==> images/port_trees.png <==
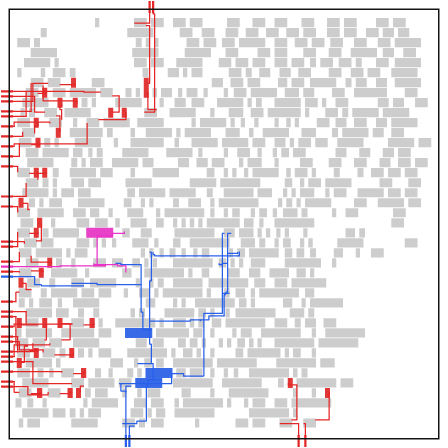
==> images/pinout.png <==
Pins as bars across the die edge, other pins in gray.
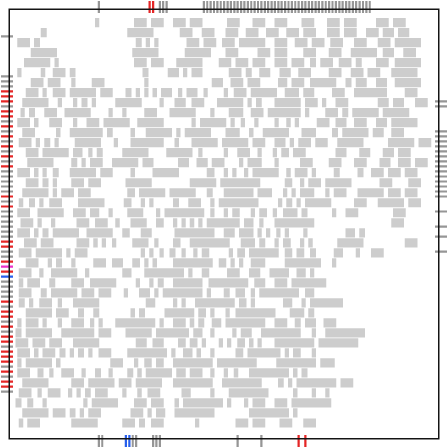
==> images/layers.png <==
The bar under the picture is 20 um long.
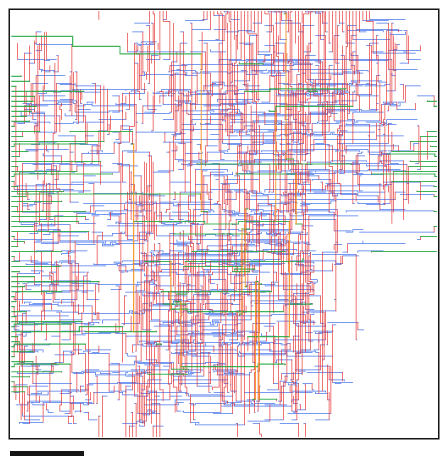
==> config.mk <==
export PLATFORM = sky130hd
export DESIGN_NAME = lq_dbus_bridge
export DESIGN_NICKNAME = d
export VERILOG_FILES = /design/src/rtl/lq_dbus_bridge.sv
export SDC_FILE = /design/constraint.sdc
export NUM_CORES = 1
export LEC_CHECK = 0
export CAP_MARGIN = 20
export CELL_PAD_IN_SITES_DETAIL_PLACEMENT = 1
export CELL_PAD_IN_SITES_GLOBAL_PLACEMENT = 1
export CORE_UTILIZATION = 37
export CTS_CLUSTER_DIAMETER = 200
export DETAILED_ROUTE_END_ITERATION = 12
export PLACE_DENSITY = 0.84
export SLEW_MARGIN = 15
export SYNTH_ARGS = -nofsm -noshare
export SYNTH_HDL_FRONTEND = slang
export SYNTH_SLANG_ARGS = --single-unit
==> constraint.sdc <==
create_clock -name clk -period 9.5 [get_ports clk]
set_clock_uncertainty 0.2 [all_clocks]
set_input_delay 0.95 -clock clk [delete_from_list [all_inputs] [get_ports clk]]
set_output_delay 0.95 -clock clk [all_outputs]
set_load 0.01 [all_outputs]
==> run summary <==
Flow results follow.

The flow ran to the end, and the final reports show no timing, DRC or antenna violations. The most used logic cell in the final layout is sky130_fd_sc_hd__clkdlybuf4s50_1. In the final layout, clock buffers and inverters account for under 10% of the cell area. The clock-pin slew of the registers on the worst-case setup and hold paths is roughly 0.07 ns.

The worst hold path cell count is 2. Counting the buffers created by CTS gives 9. Once the floorplan was initialized, standard cells occupied 38.1% of the core.

The share of total power consumed by net switching is 28.4%. The area fraction of the dominant cell type after synthesis is 30.6%. For this run, the share of the core covered by cells in the final layout is 53.0%.

On the worst path, the slowest cell contributes a delay of about 1.1 ns. In this run the deepest clock path goes through 2 buffers. The total number of multi-input combinational cells is ~360.

The clock network burns 32.5% of the power. The number of optimization iterations in the first detailed-route pass is 4. The primary flip-flop cell chosen by synthesis mapping is sky130_fd_sc_hd__dfxtp_1. The aggregate global routing overflow is 0. The number of hold buffers added after CTS is 0. The combinational power is 234 uW. After detailed routing, the number of vias per cell comes to between 5 and 6. The flow inserted around 170 tap cells. Counting plain and timing-repair buffers in the layout gives roughly 150. The row count is between 40 and 50. Endpoints failing hold in the final report were tallied at 0. The main area contributors are sky130_fd_sc_hd__dfxtp_1 31%, sky130_fd_sc_hd__edfxtp_1 20%, sky130_fd_sc_hd__nand2_1 8.9%. The startpoint kind of the worst setup timing path is an input port. The worst setup slack after placement is ~3.8 ns.

The number of nets in the layout is 728. The final weighted congestion recorded by global placement is around 0.90. The synth_stat.txt file lists the number of cells as 516. The chip area estimate from yosys synthesis is around 4800 sq um. The area inside the core boundary is ~13000 sq um.
Back to the opening pictures, port_trees.png:
| color | port | bits | direction | end cells | buffers | wire |
|---|---|---|---|---|---|---|
| magenta | dbus_req_valid | 1 | output | 1 | 1 | 53.0 um |
| red | req_addr | 32 | input | 32 | 32 | 524 um |
| blue | dbus_req_tag | 3 | output | 3 | 3 | 305 um |
port bufs: 151
number of ports placed on the die boundary: 154

Back to the opening pictures, pinout.png:
| color | port | pins | direction | edge |
|---|---|---|---|---|
| blue | dbus_req_tag | 3 | output | 2 bottom, 1 left |
| red | req_addr | 32 | input | 28 left, 2 bottom, 2 top |
| magenta | dbus_req_valid | 1 | output | left |
all pins by edge: 65 left, 56 top, 20 right, 13 bottom
Horiz. Die Dim: 116 um
die span in y: 116 um

Back to the opening pictures, layers.png:
| color | layer | wire length |
|---|---|---|
| orange | M4 | 346 um |
| blue | M1 | 6310 um |
| red | M2 | 7580 um |
| green | M3 | 1260 um |
total global routing track utilization: 23.6%
wirelength, routed: 15500 um
mean routed wirelength per cell: 18.8 um
count of vias placed by the detailed router: 4357

## tightest hold or removal path, stage by stage (launching register included)
cell                      delay [ns]
sky130_fd_sc_hd__dfxtp_1        0.31
sky130_fd_sc_hd__nand2_1        0.05
sky130_fd_sc_hd__a21oi_1        0.05
## cells by family (layout without fill, tap and decap cells)
family	count (synthesis)	in the layout	share of synthesized area, %
compound gates	97	97	14.9
xor+xnor	2	2	0.362
fa+ha+maj	4	4	1.19
buf+inv	52	188	4.63
flops	106	106	50.5
mux	37	37	8.75
other cells	1	2	0.0776
simple gates	217	217	19.5
## metal layers
metal	vias up	wire, um	global-route usage, %
li1	2064	-	-
met1	2118	6310	28.0
met2	149	7580	39.8
met3	26	1260	7.94
met4	0	346	8.63
met5	-	0	0
Power figures rest on the tool's default switching activity, not on a simulated workload.
